`src/rtl/cau_pkg.sv`:
```
// Shared mode encodings and limit helper for the count/add datapath.
package cau_pkg;

    localparam logic [1:0] MODE_ADD  = 2'b00;
    localparam logic [1:0] MODE_HOLD = 2'b01;
    localparam logic [1:0] MODE_UP   = 2'b10;
    localparam logic [1:0] MODE_DOWN = 2'b11;

    // Largest value of the W+1-bit result register for operand width w.
    function automatic int unsigned cau_max(input int unsigned w);
        return (32'd1 << (w + 1)) - 32'd1;
    endfunction

endpackage

```
`src/rtl/count_add_unit_rca_n.sv`:
```
// Parametrised ripple-carry adder assembled from full-adder cells.
module rca_n #(
    parameter int W = 3
) (
    input  logic [W-1:0] a,
    input  logic [W-1:0] b,
    input  logic         cin,
    output logic [W-1:0] s,
    output logic         cout
);

    logic [W:0] w_c;

    assign w_c[0] = cin;

    for (genvar i = 0; i < W; i++) begin : g_fa
        assign s[i]     = a[i] ^ b[i] ^ w_c[i];
        assign w_c[i+1] = (a[i] & b[i]) | (w_c[i] & (a[i] ^ b[i]));
    end

    assign cout = w_c[W];

endmodule

```
`src/rtl/count_add_unit.sv`:
```
// Fully registered add / hold / up / down datapath with load, count enable and
// elaboration-time wrap-or-saturate behaviour at the counter limits.
module count_add_unit
    import cau_pkg::*;
#(
    parameter int W   = 3,
    parameter int SAT = 0
) (
    input  logic         clk,
    input  logic         rst,
    input  logic [W-1:0] a,
    input  logic [W-1:0] b,
    input  logic [1:0]   sel,
    input  logic         en,
    input  logic         ld,
    output logic [W:0]   dout,
    output logic         wrap,
    output logic         zero
);

    logic [W:0]   r_dout;
    logic         r_wrap;
    logic         r_zero;

    logic [W-1:0] w_sum;
    logic         w_sum_co;
    logic         w_down;
    logic [W:0]   w_step_b;
    logic [W:0]   w_step;
    logic         w_step_co;
    logic         w_limit;
    logic [W:0]   w_cnt_next;
    logic [W:0]   w_next;
    logic         w_wrap_next;

    rca_n #(.W(W)) u_add (
        .a    (a),
        .b    (b),
        .cin  (1'b0),
        .s    (w_sum),
        .cout (w_sum_co)
    );

    // Increment is dout + 0 + cin; decrement is dout + all-ones with no cin.
    assign w_down   = (sel == MODE_DOWN);
    assign w_step_b = w_down ? '1 : '0;

    rca_n #(.W(W + 1)) u_step (
        .a    (r_dout),
        .b    (w_step_b),
        .cin  (~w_down),
        .s    (w_step),
        .cout (w_step_co)
    );

    // The step carry doubles as the limit detector: it is set only when
    // incrementing from max, and clear only when decrementing from zero.
    assign w_limit = w_down ? ~w_step_co : w_step_co;

    if (SAT != 0) begin : g_sat
        assign w_cnt_next = w_limit ? r_dout : w_step;
    end else begin : g_wrap
        assign w_cnt_next = w_step;
    end

    always_comb begin
        w_next      = r_dout;
        w_wrap_next = 1'b0;
        if (ld) begin
            w_next = {1'b0, a};
        end else begin
            case (sel)
                MODE_ADD:  w_next = {w_sum_co, w_sum};
                MODE_HOLD: w_next = r_dout;
                default: begin
                    if (en) begin
                        w_next      = w_cnt_next;
                        w_wrap_next = w_limit;
                    end
                end
            endcase
        end
    end

    always_ff @(posedge clk or negedge rst) begin
        if (!rst) begin
            r_dout <= '0;
            r_wrap <= 1'b0;
            r_zero <= 1'b1;
        end else begin
            r_dout <= w_next;
            r_wrap <= w_wrap_next;
            r_zero <= (w_next == '0);
        end
    end

    assign dout = r_dout;
    assign wrap = r_wrap;
    assign zero = r_zero;

endmodule

```
`config.mk`:
```
export PLATFORM = sky130hd
export DESIGN_NAME = count_add_unit
export DESIGN_NICKNAME = d
export VERILOG_FILES = /design/src/rtl/cau_pkg.sv /design/src/rtl/count_add_unit_rca_n.sv /design/src/rtl/count_add_unit.sv
export SDC_FILE = /design/constraint.sdc
export NUM_CORES = 1
export LEC_CHECK = 0
export ABC_AREA = 1
export CORE_MARGIN = 2
export CORE_UTILIZATION = 40
export DETAILED_ROUTE_END_ITERATION = 8
export PLACE_DENSITY_LB_ADDON = 0.08
export SLEW_MARGIN = 30
export SYNTH_ARGS = -nofsm -noshare
export SYNTH_HDL_FRONTEND = slang
export SYNTH_SLANG_ARGS = --single-unit
```
`constraint.sdc`:
```
create_clock -name clk -period 2.45 [get_ports clk]
set_input_delay 0.735 -clock clk [delete_from_list [all_inputs] [get_ports clk]]
set_output_delay 0.735 -clock clk [all_outputs]
set_load 0.01 [all_outputs]
```
==> run_1/layer_met1.png <==
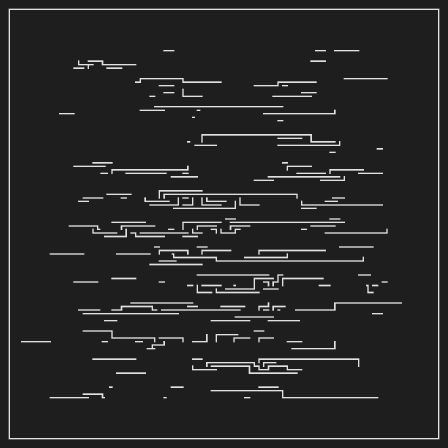
- nets with wire on the layer: 108
- share of all routed wire: 45%
vias post-DR: 525
GR Util met1: 0.201
drt total wl: 1140 um

==> run_1/wires.png <==
Two of the layers only.
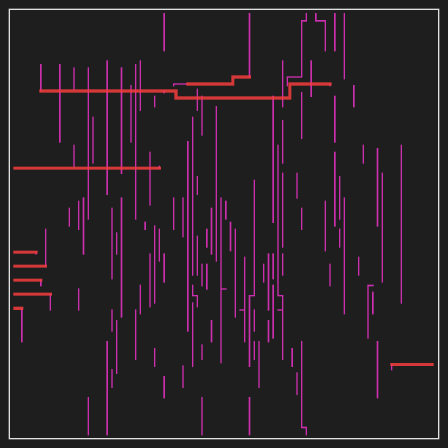
- magenta: metal 2 (wire length 560 um)
- red: metal 3 (wire length 66.4 um)
WL/cell: 9.74 um
gr usage total: 0.164

==> run_1/clocks.png <==
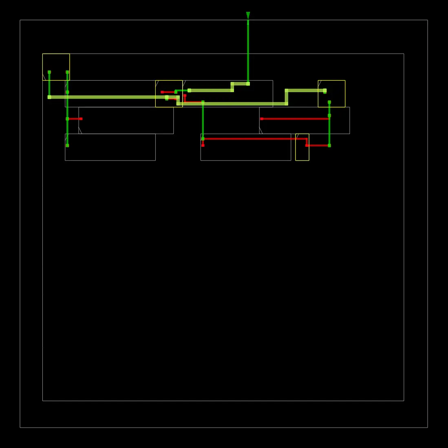
TritonCTS Sinks: 6
Clock buffer cells: 4
number of buffers created by CTS: 3
Clock Skew: 15.4 ps

==> results.py, run 1 <==
# Auto-generated metrics
metrics = {
    "power_and_ir_drop": {
        "net-switching-power_w": 0.000124,
        "p_int_w": 0.000249,
        "finalPower_w": 0.000373,
        "power_density_nw_per_um2": 443,
        "seq_power_share": 0.325,
    },
    "timing": {
        "finalHoldViolCount": 0,
        "period_used_share": 0.940,
        "rsz0062_at_grt": "false",
        "tightest_slew_ps": 255,
    },
    "route": {
        "dr.first_iter.drc_count": 7,
        "antenna_left": 0,
        "first_pass_iters": 3,
    },
    "synth": {
        "ys_sh_adder": 0.173,
        "synthTopLogicFamily": "simple AND/OR/NAND/NOR gates",
        "synth-edff-count": 0,
        "yosys.cell_types.count": 20,
        "yosys_cells": 79,
        "yosys_warnings": 0,
        "synth_area_leader_cell": "dfrtp_1",
        "netlist_instances": 79,
        "synthArstFlopShare": 1.00,
    },
    "global_routing": {
        "grt_pass1_vias": 498,
        "grt_first_pass_wirelength_um": 2130,
        "grt-ovfl-total": 0,
        "grt_max_degree": 9,
    },
    "die": {
        "initial_utilization": 0.433,
        "io_pins": 18,
        "die_w_um": 41.5,
    },
    "worst_setup_path": {
        "critPathTopFamily": "adder cells",
        "reg2reg_from": "dout[1]",
        "ff2ff_path_depth": 11,
        "required_ps": 2620,
        "cp_num_buf_inv": 3,
        "critPathMaxStageDelay_ps": 410,
        "rrSetupSlack_ps": 370,
    },
    "cells_and_area": {
        "antenna_cells": 0,
    },
    "cts": {
        "clk_pin_slew_ps": 50,
    },
    "outcome": {
        "status": "finished, final reports clean",
    },
}
run 1: per-stage QoR:
| step | setup TNS (ps) | cell area, um2 | setup slack (ps) | instances |
|---|---|---|---|---|
| 2_1_floorplan | 0 | 614 | 6.56 | 79 |
| 6_report | 0 | 841 | 147 | 117 |
| 5_1_grt | 0 | 841 | 35.4 | 117 |
| 3_5_place_dp | -1760 | 810 | -549 | 113 |
| 3_3_place_gp | -1660 | 810 | -494 | 113 |
| 4_1_cts | 0 | 838 | 29.1 | 117 |
run 1: tightest hold or removal path, delay by kind of cell (launching register included):
family | cells | cell delay [ps]
buffers and inverters | 1 | 90
DFF | 1 | 350
AOI/OAI and AO/OA | 2 | 190
run 1: kinds of logic after synthesis:
| logic type | Yosys count |
|---|---|
| adder cells (fa/ha/maj) | 6 |
| buffers and inverters | 23 |
| AND-OR/OR-AND | 6 |
| AND/OR/NAND/NOR | 36 |
| flip-flops | 6 |
| XOR/XNOR | 2 |
run 1: how the worst max path moves through the flow:
stage / start / to / slack (ps) / cells past startpoint
2_1_floorplan: sel[1] / zero / 7 / 13
5_1_grt: b[0] / zero / 40 / 11
4_1_cts: a[0] / zero / 30 / 11
3_3_place_gp: sel[0] / zero / -490 / 14
3_5_place_dp: sel[0] / zero / -550 / 13
6_report: b[0] / zero / 150 / 11
run 1: sequential cells by signal (all words and copies together), names as in the netlist:
name  flops
zero      1
dout      4
wrap      1
run 1: layer usage:
layer,vias up,part of all wire
met3,0,0.058
met2,12,0.49
met5,-,0
li1,280,-
met1,233,0.45
met4,0,0
run 1: cells in the final DEF (no fill, tap or decap):
master           count
nor2_1               1
dfrtp_1              5
fa_2                 2
xor2_2               1
nand2_1             21
nand3_2              1
clkbuf_1             1
a21oi_1              4
nor2_2               1
or2_0                1
nand3_1              9
nor2_4               1
clkbuf_4             3
inv_2                2
a211oi_1             1
ha_4                 1
inv_1               19
buf_4                4
ha_2                 2
nand2_8              1
xor2_1               1
fa_1                 1
o21bai_4             1
clkdlybuf4s50_1     14
dlymetal6s2s_1       1
dfstp_2              1
buf_2                2
run 1: final cells by class:
| class | instances | area (um2) |
|---|---|---|
| clock buffers | 4 | 26.3 |
| repair buffers | 21 | 193 |
| fillers | 132 | 460 |
| inverters | 21 | 78.8 |
| flip-flops and latches | 6 | 151 |
| well taps | 15 | 18.8 |
| multi-input cells | 50 | 373 |
run 1: power by group through the flow:
| stage | sequential (W) | clock [W] | combinational, W |
|---|---|---|---|
| floorplan | 0.000124 | 0 | 0.0000896 |
| global placement | 0.000122 | 0 | 0.000151 |
| detailed placement | 0.000122 | 0 | 0.000155 |
| CTS | 0.000121 | 0.000103 | 0.000155 |
| global route | 0.000123 | 0.000109 | 0.000176 |
| finish | 0.000121 | 0.000100 | 0.000152 |
run 1: what timing repair did:
item | CTS | global route
endpoints found under the hold margin | 0 | 0
endpoints found under the setup margin | 4 | 2
hold buffers | 0 | 0
gates cloned | 0 | 0
pin swaps | 0 | 2
resized | 6 | 6
==> run_1/layer_met2.png <==
Cells faint in the background.
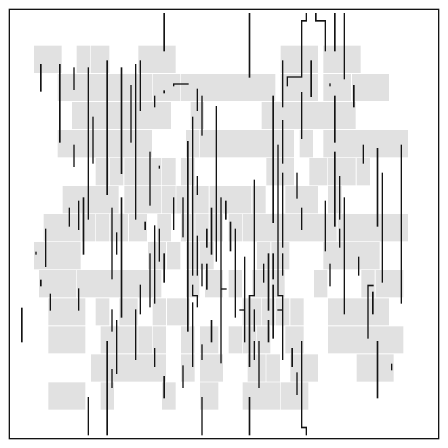

==> run 2, diff against run 1 <==
--- a/config.mk
+++ b/config.mk
@@ -8,6 +8,7 @@
 export ABC_AREA = 1
 export CORE_MARGIN = 2
 export CORE_UTILIZATION = 40
+export CTS_BUF_LIST = sky130_fd_sc_hd__clkbuf_16
 export DETAILED_ROUTE_END_ITERATION = 8
 export PLACE_DENSITY_LB_ADDON = 0.08
 export SLEW_MARGIN = 30
==> run_2/layer_met2.png <==
Cells faint in the background.
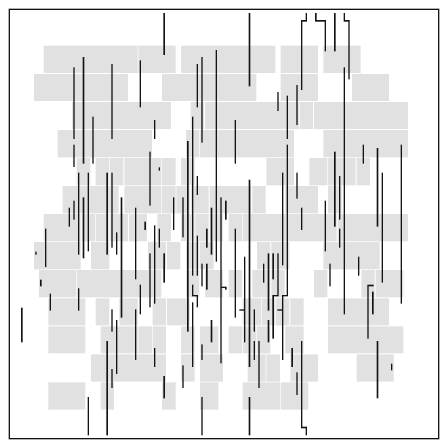
- wire length on this layer: 544 um
- nets with wire on the layer: 91
- longest straight run: 23.8 um
- main direction: vertical
- share of all routed wire: 47%
routing usage on met2: 0.253
vias post-DR: 510

==> run 2 against run 1 <==
Count of clock-buffer cells in the layout down 1; die size stayed put; sequential power hardly changed; register-to-register slack better by 40 ps; critical path type unchanged; largest cell class unchanged; highest routed layer unchanged.
==> results.py, run 2 <==
# Auto-generated metrics
metrics = {
    "timing": {
        "finalHoldViolCount": 0,
        "rsz0062_at_grt": "false",
        "tightest_slew_ps": 261,
        "period_used_share": 0.948,
        "worst_slack_ps": 128,
    },
    "cells_and_area": {
        "layout_top_cell": "nand2_1",
        "largest_register_ffs": 4,
    },
    "outcome": {
        "status": "finished, final reports clean",
    },
    "synth": {
        "yosys_cells": 79,
        "synth-edff-count": 0,
        "synth_area_leader_cell": "dfrtp_1",
        "netlist_instances": 79,
        "yosys_warnings": 0,
        "yosys.cell_types.count": 20,
        "synthArstFlopShare": 1.00,
    },
    "die": {
        "die_w_um": 41.5,
        "initial_utilization": 0.433,
    },
    "power_and_ir_drop": {
        "net-switching-power_w": 0.000138,
        "seq_power_share": 0.226,
    },
    "worst_setup_path": {
        "required_ps": 2600,
        "rrSetupSlack_ps": 410,
    },
    "route": {
        "antenna_left": 0,
        "routedWlPerCell_um": 9.81,
        "dr.first_iter.drc_count": 3,
    },
    "global_routing": {
        "grt_max_degree": 9,
        "grt_first_pass_wirelength_um": 2130,
        "grt-ovfl-total": 0,
        "grt_usage": 0.161,
    },
    "cts": {
        "cts_made_buffers": 3,
        "clock_sinks": 6,
    },
    "placed_design": {
        "dp_slack_ps": -549,
    },
}
==> run_2/layer_met1.png <==
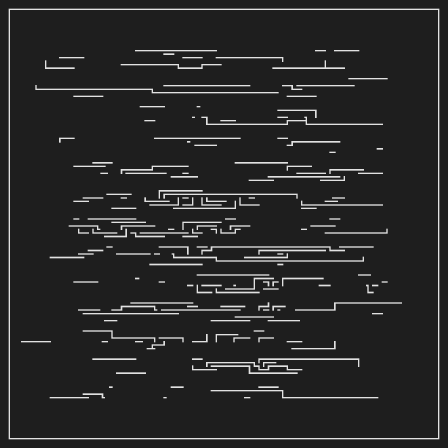
- wire length on this layer: 574 um
- longest straight run: 14.3 um
- nets with wire on the layer: 110
- share of all routed wire: 50%
- main direction: horizontal
GR Util met1: 0.208
drt total wl: 1150 um

[run 2: power by group through the flow]
stage	clock (W)	combinational (W)	sequential, W
final	0.000264	0.000152	0.000121
after detailed placement	0	0.000155	0.000122
after global placement	0	0.000151	0.000122
after floorplan	0	0.0000896	0.000124
after CTS	0.000268	0.000155	0.000121
after global routing	0.000275	0.000175	0.000123
[run 2: critical path, cell delays in order]
cell and delay [ps]:
clkdlybuf4s50_1 410, ha_2 180, fa_2 320, inv_1 70, fa_1 400, inv_1 60, nand2_1 40, nand3_1 80
nand2_1 70, nand2_1 70, nor2_1 40
[run 2: area by class of cell]
class                      count  area (um2)
multi-input combinational     50         373
tap                           15        18.8
timing repair buffer          21         193
sequential                     6         151
inverter                      21        78.8
clock buffer                   3        75.1
clock inverter                 1        3.75
fill                         126         408
[run 2: how the worst max path moves through the flow]
stage | startpoint | cells after the start | endpoint
3_3_place_gp | sel[0] | 14 | zero
3_5_place_dp | sel[0] | 13 | zero
5_1_grt | b[0] | 11 | zero
6_report | b[0] | 11 | zero
4_1_cts | a[0] | 11 | zero
2_1_floorplan | sel[1] | 13 | zero
[run 2: stage by stage]
stage                     total power, W  TNS (ps)  utilization  hold slack, ps  cell area (um2)
final                           0.000537         0        0.687             670              893
after global routing            0.000573         0        0.687             735              893
after CTS                       0.000544         0        0.685             670              891
after detailed placement        0.000277     -1760        0.622             666              810
after global placement          0.000272     -1660        0.622             669              810
after floorplan                 0.000213         0            -             439              614
[run 2: cells by family (layout without fill, tap and decap cells)]
| group | count (synthesis) | in the layout | share of synthesized area |
|---|---|---|---|
| and+or+nand+nor | 36 | 36 | 0.298 |
| adders and majority gates | 6 | 6 | 0.173 |
| DFF | 6 | 6 | 0.269 |
| buffers and inverters | 23 | 46 | 0.167 |
| xor gates and xnor gates | 2 | 2 | 0.0311 |
| AOI/OAI and AO/OA | 6 | 6 | 0.0622 |
[run 2: what timing repair did]
item / CTS / global route
setup endpoints to repair: 4 / 3
gates resized: 6 / 6
hold endpoints to repair: 0 / 0
cloned: 0 / 0
pin swaps: 0 / 1
[run 2: routing by layer]
layer / global-route usage / share of wire
met1: 0.208 / 0.50
met2: 0.253 / 0.47
met3: 0.0739 / 0.025
met4: 0.0194 / 0
met5: 0 / 0
Power and IR drop assume default switching activity.
